Design fc3_bias_reader, sky130hd; sources not shown.
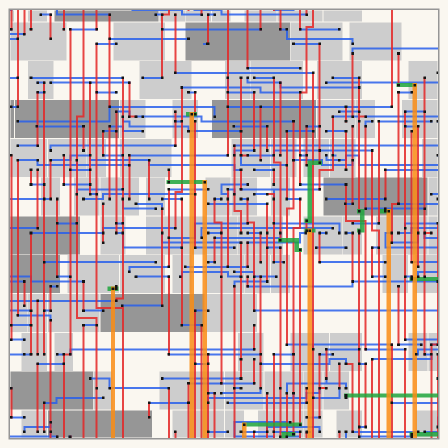
Fig. 1. Close-up of the layout (run 1).
Region (88, 47) to (118, 77) um. Cells in grey, sequential cells in the stronger grey; small squares are vias.
| layer | colour |
|---|---|
| metal 4 | orange |
| metal 3 | green |
| metal 1 | blue |
| metal 2 | red |
cells with their middle in the window: 75
most frequent: clkdlybuf4s50_1 (10), nor2_1 (9)
sequential cells in the window: 8

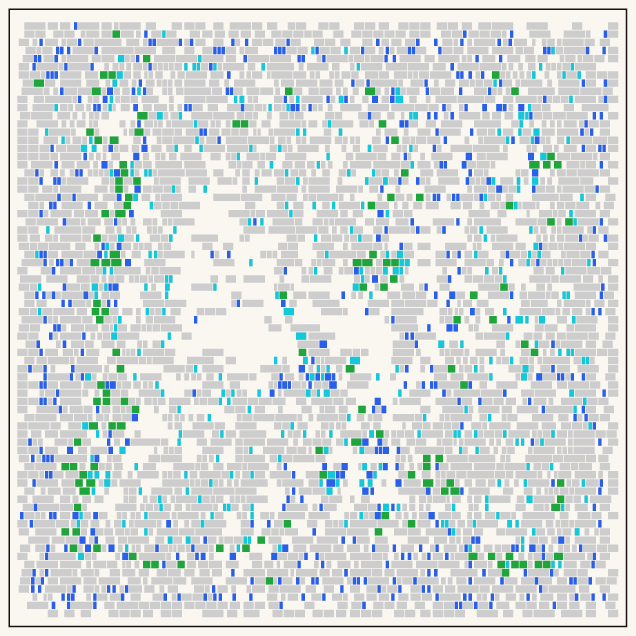
Fig. 2. Selected gate families (run 1).
(3 px per um)
| family | colour | cells | where |
|---|---|---|---|
| AND-OR and OR-AND gates | green | 129 | widely spread |
| NAND gates | blue | 510 | widely spread |
| NOR gates | cyan | 326 | widely spread |
dominant logic cell type in the layout: clkdlybuf4s50_1
Layout Cells excl Fill: 3902
logic share of the area: 49.3%

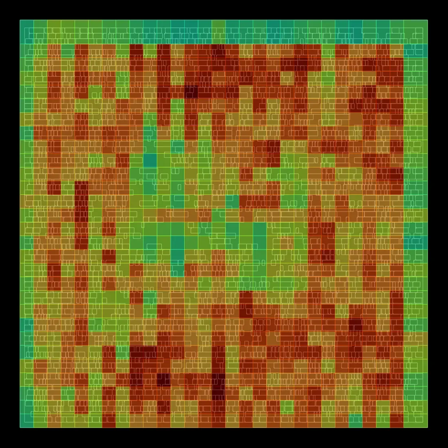
Fig. 3. Congestion heat map (run 1).
Finished Core Util: 73.4%
Most Used Layer, Global Route: met2
GR Util met1: 40.3%
Tot GR Track Use: 34.5%

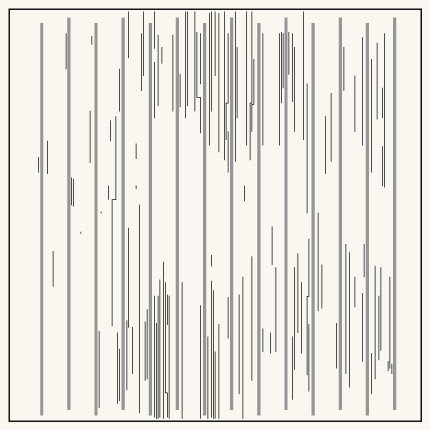
Fig. 4. M4 wires (run 1).
(2 px per um) Supply wires on this layer in grey.
nets with wire on the layer: 98
main direction: vertical
wire length on this layer: 4420 um
longest straight run: 104 um
share of all routed wire: 5.9%
final wirelength: 75300 um
routed via count: 23500

==> reports/results.tsv, run 1 <==
metric	value	unit
status	completed	
syn_inst	2923	
maxSlewHeadroom	18.0	%
start_kind	input port	
chip_area	0.0421	mm2
ctsResizeCount	0	
max_stage_delay	740	ps
dpl_cell_area	0.0277	mm2
final.setup.tns	0	ps
area_growth	31.3	%
worst_pin_slew	1230	ps
hold_viol_final	0	
mux_area_share	0.236	%
floorplanUtilization	55.9	%
post_cts_buffers	0	
mostFrequentLayoutCells	clkdlybuf4s50_1, a21oi_1, nand2_1	
fin_worst_skew	10.3	ps
cp.required	7100	ps
postRouteAntennaNets	0	
hpwl	55500	um
hold_class	reg2reg	
drv_cap	0	
cts-root-buf	clkbuf_16	
io_buffers	523	
ys.flop_type	dfxtp_1	
synth.top_cell.area_share	31.5	%
edf_count	0	
fin_crit	5080	ps
synth_cell_types	84	
rr_worst_depth	14	
grt_first_pass_wirelength	117000	um
cts.sinks	351	
run 1: stage by stage:
stage,hold WS (ps),utilization [%],setup slack (ps),instances
floorplan,440,-,2370,2923
global placement,447,69.5,1200,3814
detailed placement,451,69.5,1030,3814
CTS,459,73.2,1590,3890
global route,472,73.4,1120,3899
finish,457,73.4,1570,3902
run 1: power by group:
part	switching, uW	leakage (uW)	internal (uW)
clock	966	0.000721	1490
sequential	68.3	0.00285	2200
combinational	1080	0.00783	733
run 1: synth_stat cells (20+ instances only):
| cell type | number |
|---|---|
| a211oi_1 | 173 |
| inv_1 | 51 |
| nor2b_1 | 25 |
| o21ai_0 | 219 |
| clkbuf_1 | 154 |
| ha_1 | 172 |
| dfxtp_1 | 351 |
| a21o_1 | 86 |
| maj3_1 | 27 |
| xor2_1 | 49 |
| o21bai_1 | 20 |
| a21oi_1 | 463 |
| xnor2_1 | 98 |
| nand3_1 | 37 |
| nand4_1 | 24 |
| nor2_1 | 263 |
| nand2b_1 | 20 |
| nor3_1 | 32 |
| nand2_1 | 426 |
run 1: metal layers:
layer  vias to the layer above  share of wire (%)  wire [um]  GRT usage (%)
li1                      11300                  -          -              -
met1                     11000                 39      29100           40.3
met2                       981                 47      35400           58.7
met3                       239                8.4       6320           6.94
met4                         6                5.9       4420           20.2
met5                         -              0.057         43              0
run 1: area by class of cell:
cell class | count | area [um2] | area share [%]
inverter | 52 | 195 | 0.667
timing repair buffer | 542 | 5450 | 18.6
clock buffer | 61 | 1280 | 4.36
tap | 525 | 657 | 2.25
sequential | 351 | 7030 | 24.0
antenna | 9 | 22.5 | 0.0770
clock inverter | 15 | 195 | 0.667
multi-input combinational | 2347 | 14400 | 49.3
Fig. 5: run 1, routed metal per tile
(2 px per um) The die is cut into 21 by 21 equal tiles; white is low, dark blue is high, scaled to the fullest tile. Values are wire area over tile area, all layers added.
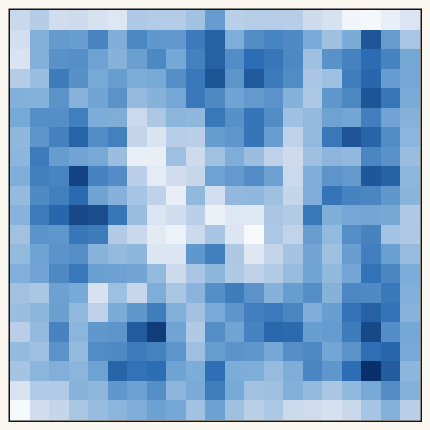

--- run 2 (diff from run 1) ---
CORE_UTILIZATION = 46   (was 55)
PLACE_DENSITY = 0.82   (was 0.91)
clock period = 4.6 ns   (was 6.65 ns; I/O delays follow)
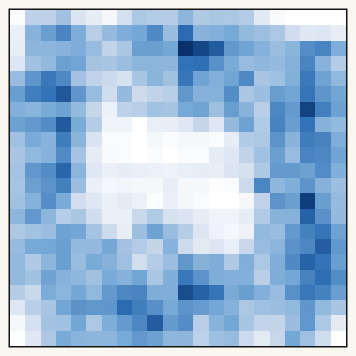
Fig. 6. Routed metal per tile (run 2).
(1.5 px per um) The die is cut into 22 by 22 equal tiles; white is low, dark blue is high, scaled to the fullest tile. Values are wire area over tile area, all layers added.
mean over tiles: 0.24
tiles over half the peak: 32%
emptiest ninth of the die: centre
fullest tile: 0.62
nearly empty tiles: 2.9%
final wirelength: 74000 um
Routed wire per std cell: 18.3 um
routed via count: 23100

==> reports/results.tsv, run 2 <==
metric	value	unit	change
status	completed		
edf_count	0		unchanged
cts_buffer_depth	3		
end_kind	flop		
hold_class	reg2reg		
largest_area_cell	dfxtp_1		
hpwl	54800	um	-1.2%
ys.flop_type	dfxtp_1		
floorplanUtilization	46.7	%	-9.3 points
grt_util_all_layers	28.3	%	-6.2 points
max_stage_delay	510	ps	-230 ps
mostFrequentLayoutCells	clkdlybuf4s50_1, a21oi_1, nand2_1		
area_growth	33.8	%	
rr_worst_depth	15		+1
grt_first_pass_wirelength	115000	um	-1.1%
synth.top_cell.area_share	31.5	%	unchanged
syn_inst	2923		unchanged
cp.required	5070	ps	-2030 ps
yosysMostFrequentCell	a21oi_1		
hold_viol_final	0		unchanged
seq_area	0.00703	mm2	unchanged
chip_area	0.0502	mm2	+19%
synth_cell_types	84		unchanged
cts.sinks	351		unchanged
mostFrequentLayoutCell	clkdlybuf4s50_1		
post_cts_buffers	0		unchanged
final_cells	4037		+3.5%
drive_gt1_share	5.21	%	
fin_nets	3904		
cts_tree	built		
maxSlewHeadroom	31.8	%	+14 points
netlist_top_cells_count	a21oi_1, nand2_1, dfxtp_1		
final.setup.tns	0	ps	unchanged
cts-root-buf	clkbuf_16		
io_buffers	523		unchanged
fin_worst_skew	23.5	ps	+13.2 ps
ctsResizeCount	0		unchanged
worst_pin_slew	1020	ps	-208 ps
postRouteAntennaNets	0		unchanged
logic_area	0.0144	mm2	+0.16%
grt_pass1_vias	21900		
start_kind	input port		
drv_cap	0		unchanged
finalCritPeriodShare	92.2	%	
dpl.cell_count	3951		+3.6%
fin_util	62.4	%	-11 points
fin_crit	4240	ps	
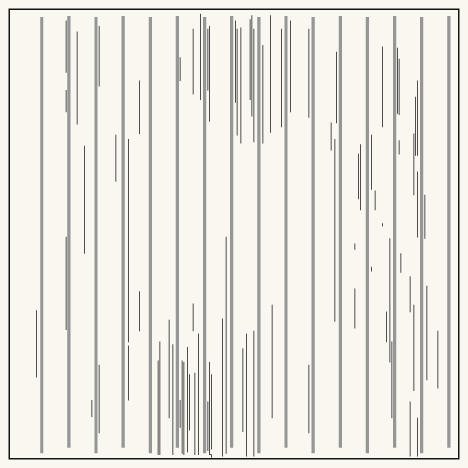
Fig. 7. M4 wires (run 2).
(2 px per um) Supply wires on this layer in grey.
wire length on this layer: 3070 um
main direction: vertical
longest straight run: 108 um

run 2: cell types whose count changed in the layout (fill, tap and decap cells not counted), moves of 2 or more:
cell,previous run,this run
xor2_4,1,3
buf_4,14,54
buf_12,2,9
inv_6,2,5
xor2_2,2,0
buf_16,2,0
diode_2,9,4
run 2: kinds of logic after synthesis:
group	synth area share, %
adder cells (fa/ha/maj)	11.4
buffers and inverters	3.90
AND-OR/OR-AND	30.0
flip-flops	31.5
XOR/XNOR	6.07
multiplexers	0.236
AND/OR/NAND/NOR	16.8
run 2: per-stage QoR:
stage	hold slack, ps	area [um2]	total power, uW	worst slack [ps]
CTS	458	29800	9630	421
finish	459	29800	9590	361
detailed placement	451	28300	5980	-179
floorplan	440	22300	5050	733
global route	476	29800	10000	176
global placement	445	28300	5940	-71.9
run 2: power by group:
part	switching (uW)	internal, uW
combinational	1560	1120
clock	1460	2170
sequential	93.5	3190
total	3110	6480
run 2: routing by layer:
layer  part of all wire, %  GRT usage [%]  vias to the layer above
met5                 0.036              0                        -
met1                    42           34.9                    10700
met3                   7.2           5.80                      174
met2                    47           47.9                      822
met4                   4.1           12.1                        4
li1                      -              -                    11400
run 2: area by class of cell:
| class | count | area share (%) |
|---|---|---|
| Inverter | 52 | 0.655 |
| Sequential cell | 351 | 23.6 |
| Clock buffer | 60 | 4.24 |
| Antenna cell | 4 | 0.0336 |
| Timing Repair Buffer | 586 | 19.5 |
| Multi-Input combinational cell | 2347 | 48.5 |
| Tap cell | 615 | 2.58 |
| Clock inverter | 22 | 0.878 |
run 2: worst min-delay path, cell delays in order, from the launching register on:
cell and delay [ps]:
dfxtp_1 310, nand2_1 50, a21oi_1 50
Power and IR drop assume default switching activity.
